[src/rtl/load_counter.sv]
// Loadable binary up-counter with synchronous reset and terminal-count flag.
// Update priority at each rising edge: reset, then load, then count enable, then hold.
module load_counter #(
  parameter int unsigned WIDTH = 5
) (
  input  logic             clk,
  input  logic             rst,
  input  logic             load,
  input  logic             en,
  input  logic [WIDTH-1:0] wdata,
  output logic [WIDTH-1:0] cnt,
  output logic             tc
);

  logic [WIDTH-1:0] cnt_q;
  logic [WIDTH-1:0] cnt_d;

  // Reset is applied in the register process so X on load/wdata cannot reach cnt_q.
  always_comb begin
    cnt_d = cnt_q;
    if (load) begin
      cnt_d = wdata;
    end else if (en) begin
      cnt_d = cnt_q + 1'b1;
    end
  end

  always_ff @(posedge clk) begin
    if (rst) begin
      cnt_q <= '0;
    end else begin
      cnt_q <= cnt_d;
    end
  end

  assign cnt = cnt_q;
  assign tc  = (cnt_q == '1);

endmodule

[config.mk]
export PLATFORM = sky130hd
export DESIGN_NAME = load_counter
export DESIGN_NICKNAME = d
export VERILOG_FILES = /design/src/rtl/load_counter.sv
export SDC_FILE = /design/constraint.sdc
export NUM_CORES = 1
export LEC_CHECK = 0
export ABC_AREA = 1
export CAP_MARGIN = 20
export CORE_AREA = 2 2 39 41
export DETAILED_ROUTE_END_ITERATION = 10
export DIE_AREA = 0 0 41 43
export PLACE_DENSITY = 0.58
export RECOVER_POWER = 25
export SYNTH_ARGS = -nofsm -noshare
export SYNTH_HDL_FRONTEND = slang
export SYNTH_SLANG_ARGS = --single-unit
[constraint.sdc]
create_clock -name clk -period 2.2 [get_ports clk]
set_input_delay 0.33 -clock clk [delete_from_list [all_inputs] [get_ports clk]]
set_output_delay 0.33 -clock clk [all_outputs]
set_load 0.01 [all_outputs]
==> run_1/final_clocks.png <==
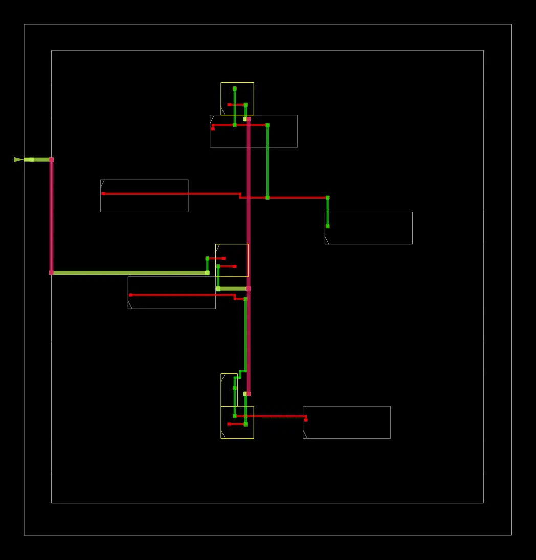
clock skew: 0.00143 ns
clk pwr: 115 uW
clk sinks: 5

==> run_1/metal_stack.png <==
Scale: 6 px per um.
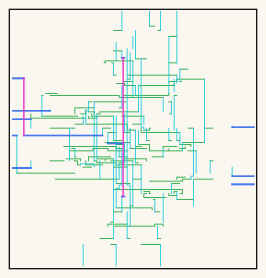
met2: marked cyan, wire length 317 um. met3: marked blue, wire length 41.5 um. met1: marked green, wire length 335 um. met4: marked magenta, wire length 32.6 um.
GRT Util Overall: 11.3%
Via Count: 350
Routed WL per cell: 9.43 um
Routed WL: 726 um

==> run_1/pins.png <==
Scale: 8 px per um. Pins as bars across the die edge, other pins in gray.
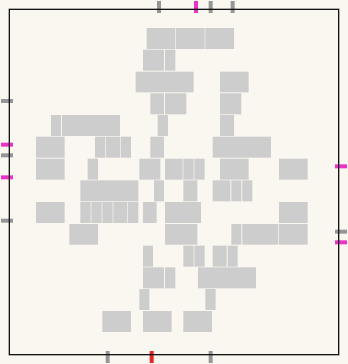
`en`: marked red, pins 1, direction input, edge bottom. `cnt`: marked magenta, pins 5, direction output, edge 2 left, 2 right, 1 top.

==> run_1/density.png <==
Scale: 8 px per um. The die is cut into 8 by 9 equal tiles; black is low, pale yellow is high, 0 to 100% covered.
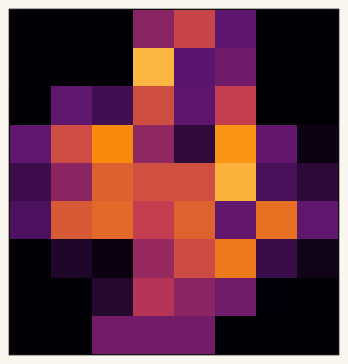
32% of the tiles are nearly empty. 4.2% of the tiles are over 75% full. The fullest tile reaches 84%. The mean over all tiles is 26%. The densest ninth of the die: middle.

==> out/metrics.cfg, run 1 <==
[final_timing]
finalCritPeriodShare_pct=92.6
whs_ns=0.573
setup_viol=0
finalSetupTns_ns=0

[synth]
synth-area-yosys_um2=315
edf_count=0
ys_cells=44
syn-num-nets=55
ys_sh_mux_pct=0
synth_area_um2=315
ff_type=dfxtp_1
synth.logic.top_family=simple AND/OR/NAND/NOR gates
ys.warnings.count=0

[drt]
drt_iter0_drc=7
drc=0

[layout]
nonClkBufAreaFrac_pct=29.0
final_area_um2=483
nClkBuffers=4
comb_area_um2=174
flop-count=5
final_common_cell=nand2_1
largest_class=multi-input combinational cells

[critical_path]
critPathSlowestCell=clkdlybuf4s50_1
worstReg2RegStart=cnt[0]$_SDFFE_PP0P_
crit_family=buffers and inverters
cpMostUsedCell=ha_1
cp.arrival_ns=1.71

[global_route]
met2_usage_pct=13.8
use_met3_pct=3.14
overflow=0

[clock_network]
cts_max_level=1
cts_buffer_depth=2
cts_tree=yes
cts_setup_buffers=0
numCtsBuffers=3
clkLatencyLatePin_ns=0.25
root_buffer=clkbuf_4

[die]
io_pins=15

[status]
status=complete, no violations

[pwr]
p_leak_uw=0.000225

==> run 2, diff against run 1 <==
- CTS_CLUSTER_DIAMETER: unset -> 100
- CTS_CLUSTER_SIZE: unset -> 25
==> run_2/metal_stack.png <==
Scale: 6 px per um.
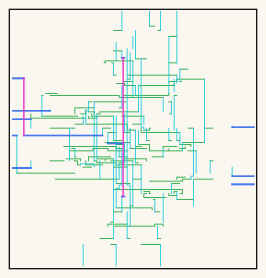
met4: marked magenta, wire length 32.6 um. met3: marked blue, wire length 41.5 um. met1: marked green, wire length 335 um. met2: marked cyan, wire length 317 um.

==> run_2/density.png <==
Scale: 8 px per um. The die is cut into 8 by 9 equal tiles; black is low, pale yellow is high, 0 to 100% covered.
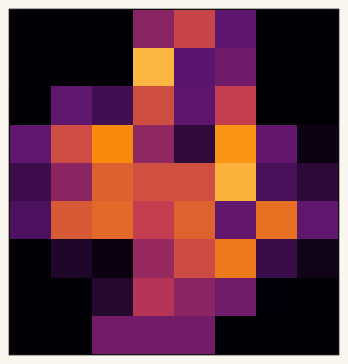
The fullest tile reaches 84%. 32% of the tiles are nearly empty. The mean over all tiles is 26%. 4.2% of the tiles are over 75% full.
FP Util: 22.8%
fin util: 34.9%

==> run 2 against run 1 <==
Non-clock buffer count unchanged. Power stayed put. Worst setup slack unchanged. Synthesized cell count did not move. Sequential power is essentially flat. Largest cell class unchanged. Largest power group unchanged.
==> out/metrics.cfg, run 2 <==
[clock_network]
cts_tree=yes
clock_sinks=5  ; unchanged
root_buffer=clkbuf_4
cts_max_level=1  ; unchanged
cts_buffer_depth=2  ; unchanged

[status]
status=complete, no violations

[drt]
wl_per_cell_um=9.43  ; unchanged
drc=0  ; unchanged
via_count=350  ; unchanged

[synth]
ys.warnings.count=0  ; unchanged
ys_cells=44  ; unchanged
synth_area_um2=315  ; unchanged
edf_count=0  ; unchanged
synth.logic.top_family=simple AND/OR/NAND/NOR gates

[critical_path]
cp.arrival_ns=1.71  ; about the same
cpMostUsedCell=ha_1
worstReg2RegStart=cnt[0]$_SDFFE_PP0P_
critPathSlowestCell=clkdlybuf4s50_1

[global_route]
met2_usage_pct=13.8  ; unchanged
use_met3_pct=3.14  ; unchanged
overflow=0  ; unchanged

[pwr]
clk-power_uw=115  ; about the same

[final_timing]
whs_ns=0.573  ; unchanged

[layout]
final_common_cell=nand2_1
largest_class=multi-input combinational cells
nonClkBufAreaFrac_pct=29.0  ; unchanged
flop-count=5  ; unchanged
final_area_um2=483  ; unchanged

Power figures rest on the tool's default switching activity, not on a simulated workload.
